### Clock network drawn from the DEF

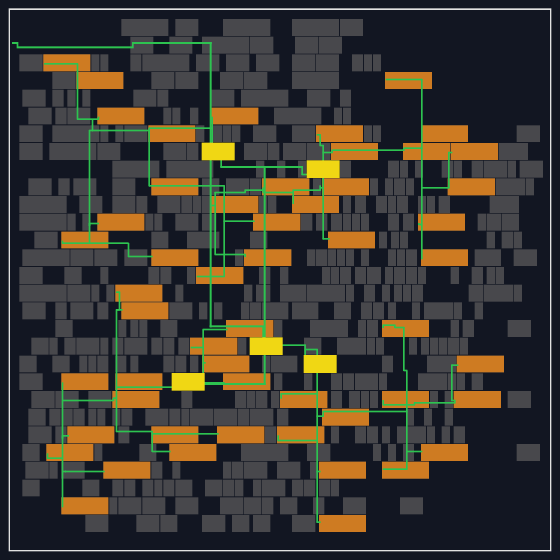
### The metal 2 layer

Bar = 20 um.
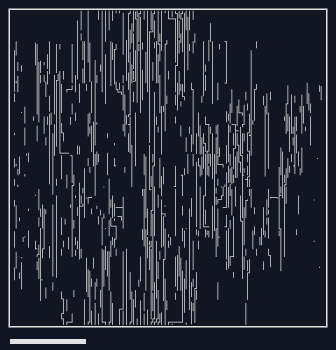
==> config.mk <==
export PLATFORM = sky130hd
export DESIGN_NAME = vga_mem_arbiter
export DESIGN_NICKNAME = d
export VERILOG_FILES = /design/src/rtl/vga_pkg.sv /design/src/rtl/vga_mem_arbiter.sv
export SDC_FILE = /design/constraint.sdc
export NUM_CORES = 1
export LEC_CHECK = 0
export ABC_AREA = 1
export CAP_MARGIN = 15
export CORE_MARGIN = 1
export CORE_UTILIZATION = 40
export CTS_CLUSTER_SIZE = 8
export DETAILED_ROUTE_END_ITERATION = 7
export PLACE_DENSITY_LB_ADDON = 0.25
export SYNTH_ARGS = -nofsm -noshare
export SYNTH_HDL_FRONTEND = slang
export SYNTH_SLANG_ARGS = --single-unit
==> constraint.sdc <==
create_clock -name i_clk -period 4.9 [get_ports i_clk]
set_clock_uncertainty 0.2 [all_clocks]
set_input_delay 0.98 -clock i_clk [delete_from_list [all_inputs] [get_ports i_clk]]
set_output_delay 0.98 -clock i_clk [all_outputs]
set_load 0.1 [all_outputs]
==> src/rtl/vga_pkg.sv <==
// rtl/vga_pkg.sv - shared types and defaults for the video RAM arbiter
package vga_pkg;

    localparam int AW_DEFAULT = 16;
    localparam int DW_DEFAULT = 8;
    localparam int WW_DEFAULT = 8;

    typedef enum logic [1:0] {
        ARB_IDLE    = 2'd0,
        ARB_PENDING = 2'd1,
        ARB_DONE    = 2'd2
    } arb_state_e;

endpackage

==> src/rtl/vga_mem_arbiter.sv <==
// rtl/vga_mem_arbiter.sv - video RAM arbiter: VGA fetcher has absolute priority, CPU requests
// are latched, issued in the next free cycle and acknowledged with a one-cycle pulse.
module vga_mem_arbiter
    import vga_pkg::*;
#(
    parameter int AW = AW_DEFAULT,
    parameter int DW = DW_DEFAULT,
    parameter int WW = WW_DEFAULT
) (
    input  logic          i_clk,
    input  logic          i_reset,
    input  logic [AW-1:0] i_cpu_addr,
    input  logic [DW-1:0] i_cpu_dat,
    input  logic          i_cpu_we,
    input  logic          i_cpu_cs,
    output logic [DW-1:0] o_cpu_dat,
    output logic          o_cpu_ack,
    output logic          o_cpu_busy,
    input  logic          i_vga_access,
    input  logic [AW-1:0] i_vga_addr,
    input  logic          i_vga_cs,
    output logic [DW-1:0] o_vga_dat,
    output logic [AW-1:0] o_ram_addr,
    output logic [DW-1:0] o_ram_dat,
    output logic          o_ram_cs,
    output logic          o_ram_we,
    input  logic [DW-1:0] i_ram_dat,
    output logic          o_vga_err,
    output logic [WW-1:0] o_max_wait
);

    arb_state_e    state_q, state_d;
    logic          vga_slot_q, vga_slot_d;
    logic [AW-1:0] hold_addr_q, hold_addr_d;
    logic [DW-1:0] hold_dat_q, hold_dat_d;
    logic          hold_we_q, hold_we_d;
    logic [DW-1:0] cpu_dat_q, cpu_dat_d;
    logic          vga_err_q, vga_err_d;
    logic [WW-1:0] wait_q, wait_d;
    logic [WW-1:0] max_wait_q, max_wait_d;

    logic vga_owns;
    logic accept;
    logic issue;

    assign vga_owns = vga_slot_q | i_vga_cs;
    assign accept   = (state_q == ARB_IDLE) & i_cpu_cs;
    assign issue    = (state_q == ARB_PENDING) & ~vga_owns;

    always_ff @(posedge i_clk) begin
        state_q     <= state_d;
        vga_slot_q  <= vga_slot_d;
        hold_addr_q <= hold_addr_d;
        hold_dat_q  <= hold_dat_d;
        hold_we_q   <= hold_we_d;
        cpu_dat_q   <= cpu_dat_d;
        vga_err_q   <= vga_err_d;
        wait_q      <= wait_d;
        max_wait_q  <= max_wait_d;
    end

    always_comb begin
        state_d = state_q;
        case (state_q)
            ARB_IDLE:    if (i_cpu_cs) state_d = ARB_PENDING;
            ARB_PENDING: if (!vga_owns) state_d = ARB_DONE;
            ARB_DONE:    state_d = ARB_IDLE;
            default:     state_d = ARB_IDLE;
        endcase
        if (i_reset) state_d = ARB_IDLE;
    end

    // Hold registers, statistics and the captured read data.
    always_comb begin
        vga_slot_d  = i_vga_access;
        hold_addr_d = hold_addr_q;
        hold_dat_d  = hold_dat_q;
        hold_we_d   = hold_we_q;
        cpu_dat_d   = cpu_dat_q;
        vga_err_d   = vga_err_q | (i_vga_cs & ~vga_slot_q);
        wait_d      = wait_q;
        max_wait_d  = max_wait_q;

        if (accept) begin
            hold_addr_d = i_cpu_addr;
            hold_dat_d  = i_cpu_dat;
            hold_we_d   = i_cpu_we;
            wait_d      = '0;
        end else if ((state_q == ARB_PENDING) && vga_owns) begin
            if (wait_q != {WW{1'b1}}) wait_d = wait_q + 1'b1;
        end else if (issue) begin
            if (!hold_we_q) cpu_dat_d = i_ram_dat;
            if (wait_q > max_wait_q) max_wait_d = wait_q;
        end

        if (i_reset) begin
            vga_slot_d  = 1'b0;
            hold_addr_d = '0;
            hold_dat_d  = '0;
            hold_we_d   = 1'b0;
            cpu_dat_d   = '0;
            vga_err_d   = 1'b0;
            wait_d      = '0;
            max_wait_d  = '0;
        end
    end

    // RAM bus mux; reset forces every strobe low so a queued write cannot land.
    always_comb begin
        o_ram_addr = '0;
        o_ram_dat  = '0;
        o_ram_cs   = 1'b0;
        o_ram_we   = 1'b0;
        o_cpu_ack  = 1'b0;
        o_cpu_busy = 1'b0;
        if (!i_reset) begin
            if (vga_owns) begin
                o_ram_addr = i_vga_addr;
                o_ram_cs   = i_vga_cs;
            end else if (state_q == ARB_PENDING) begin
                o_ram_addr = hold_addr_q;
                o_ram_dat  = hold_dat_q;
                o_ram_cs   = 1'b1;
                o_ram_we   = hold_we_q;
            end
            o_cpu_ack  = (state_q == ARB_DONE);
            o_cpu_busy = (state_q != ARB_IDLE);
        end
    end

    assign o_cpu_dat  = cpu_dat_q;
    assign o_vga_dat  = i_ram_dat;
    assign o_vga_err  = vga_err_q;
    assign o_max_wait = max_wait_q;

endmodule

==> notes.md <==
State of the implementation.

- CTS built an H-tree with a depth of 2.
- The top-area cell type share of the netlist area is 40.52%, for reference.
- The finished layout holds 517 standard cells, fillers aside.
- The number of global-route vias before repair is 2418, for reference.
- The number of unique standard cell types used by synthesis is 24, for reference.
- The die span in y is 82.91 um, for reference.
- The fraction of power consumed by combinational cells is 33.4%, for reference.
- The final weighted congestion recorded by global placement is 0.7946.
- The number of DRC markers in iteration 0 is 61, for reference.
- Global routing used 19.03% of the available tracks across all layers.
- STA lists the startpoint of the worst hold path as o_cpu_dat[3].
- STA classifies the critical path startpoint as an input port.
- The worst hold path was traced through 2 stages.
- The first global-routing pass estimated 10.81 mm of wire.
- Per the final timing report, the hold violations number 0.
- For met3 alone, demand over resource in global routing was 5.666%.
- The HPWL after detailed placement is 4.913 mm, for reference.
- STA reports the tightest min-delay check as being of type reg -> reg.
- The part of the Yosys area used for sequential elements is 40.52%, for reference.
- The total cells reported by yosys after synthesis is 348, for reference.
- The length of routed met2 wiring is 3.161 mm, for reference.
- Per the detail_route log, met3 wirelength is 404 um.
- Leaving out buffers and inverters, the combinational logic in the layout accounts for 1220 um^2.
- The count of inverters other than clock inverters in the layout is 47, for reference.
- Per the post-synthesis report, the nets total 411.
- After clock tree synthesis, the flow added hold-fix buffers numbering 0.
- The stage-log warning count is 26, for reference.
- The area growth from synthesis to layout is 46.63%, for reference.
- For reference, the critical path is launched at i_vga_cs.
- The number of cells on the worst reg-to-reg path is 6.
- Per the TritonCTS log, the buffer count is 5.
- In this run the power density over the cells is 279.6 nW/um^2.
- The deepest clock path buffer count is 2, for reference.
- The proportion of cell area spent on the clock network is 2.281%, for reference.
- The share of the core area taken by cells at floorplan is 41.24%.
- The share of final-layout standard cells stronger than drive strength 1 is 13.86%, for reference.
- Synthesis inferred 53 register bits.
- The biggest cell category by area in the final layout is multi-input combinational cells, for reference.
- Looking at the gate-level netlist, the highest instance count belongs to sky130_fd_sc_hd__nor2_1.
- The data required time reported for the critical path is 3.72 ns.
- The flow ran to the end, and the final reports show no timing, DRC or antenna violations.
- The tally of clock buffers in the finished layout is 6, for reference.
- Dividing the detail-routed via count by the number of cells gives 4.838.
- The global route stage reports its total congestion overflow as 0.
## Picture notes: 'Clock network drawn from the DEF'
legend:
  cells driving clock nets:
    color: yellow
    count: 5
  flip-flops:
    color: orange
    count: 53
  clock wires:
    color: green
    length: 625 um
routed clock nets: 6
insertion delay of the later-clocked pin in the worst-skew pair: 0.30 ns
power drawn by the clock network: 243 uW
part of the power in the clock network: 22.7%

## Picture notes: 'The metal 2 layer'
main direction: vertical
share of all routed wire: 49%
longest straight run: 29.1 um

## through the flow
stage	hold WS, ns	instance area [um^2]	utilization [%]	setup WS (ns)	total power, uW
global placement	0.2294	3752	59.09	0.9724	838.3
detailed placement	0.2356	3752	59.09	0.9482	841.6
CTS	0.2558	3840	60.47	0.9311	1083
floorplan	0.2295	2619	-	0.5141	730.7
finish	0.2522	3840	60.47	0.9353	1074
global route	0.2832	3840	60.47	0.8021	1123
## sequential cells by signal, indices dropped and copies added, names as in the netlist
signal,count
hold_addr_q,16
hold_dat_q,8
o_cpu_dat,8
o_max_wait,8
wait_q,8
state_q,2
hold_we_q,1
o_vga_err,1
vga_slot_q,1
## cells by family after synthesis
| kind of cell | synth area share [%] |
|---|---|
| flip-flops | 40.52 |
| adder cells (fa/ha/maj) | 4.300 |
| AND/OR/NAND/NOR | 20.50 |
| AND-OR/OR-AND | 21.79 |
| buffers and inverters | 12.90 |
## layout by cell type, fill, tap and decap left out, types with 17 or more instances in the layout
cell	count
sky130_fd_sc_hd__inv_1	44
sky130_fd_sc_hd__a21oi_1	36
sky130_fd_sc_hd__o21ai_0	38
sky130_fd_sc_hd__clkdlybuf4s50_1	70
sky130_fd_sc_hd__nand2_1	36
sky130_fd_sc_hd__buf_12	17
sky130_fd_sc_hd__buf_4	21
sky130_fd_sc_hd__nor2_1	57
sky130_fd_sc_hd__dfxtp_1	53
## worst max-delay path, stage by stage
cell	delay (ns)
sky130_fd_sc_hd__clkdlybuf4s50_1	0.47
sky130_fd_sc_hd__nor2_4	0.22
sky130_fd_sc_hd__nand2_4	0.09
sky130_fd_sc_hd__nor2_4	0.35
sky130_fd_sc_hd__inv_2	0.20
sky130_fd_sc_hd__nor2_1	0.16
sky130_fd_sc_hd__buf_4	0.31
Power and IR drop assume default switching activity.
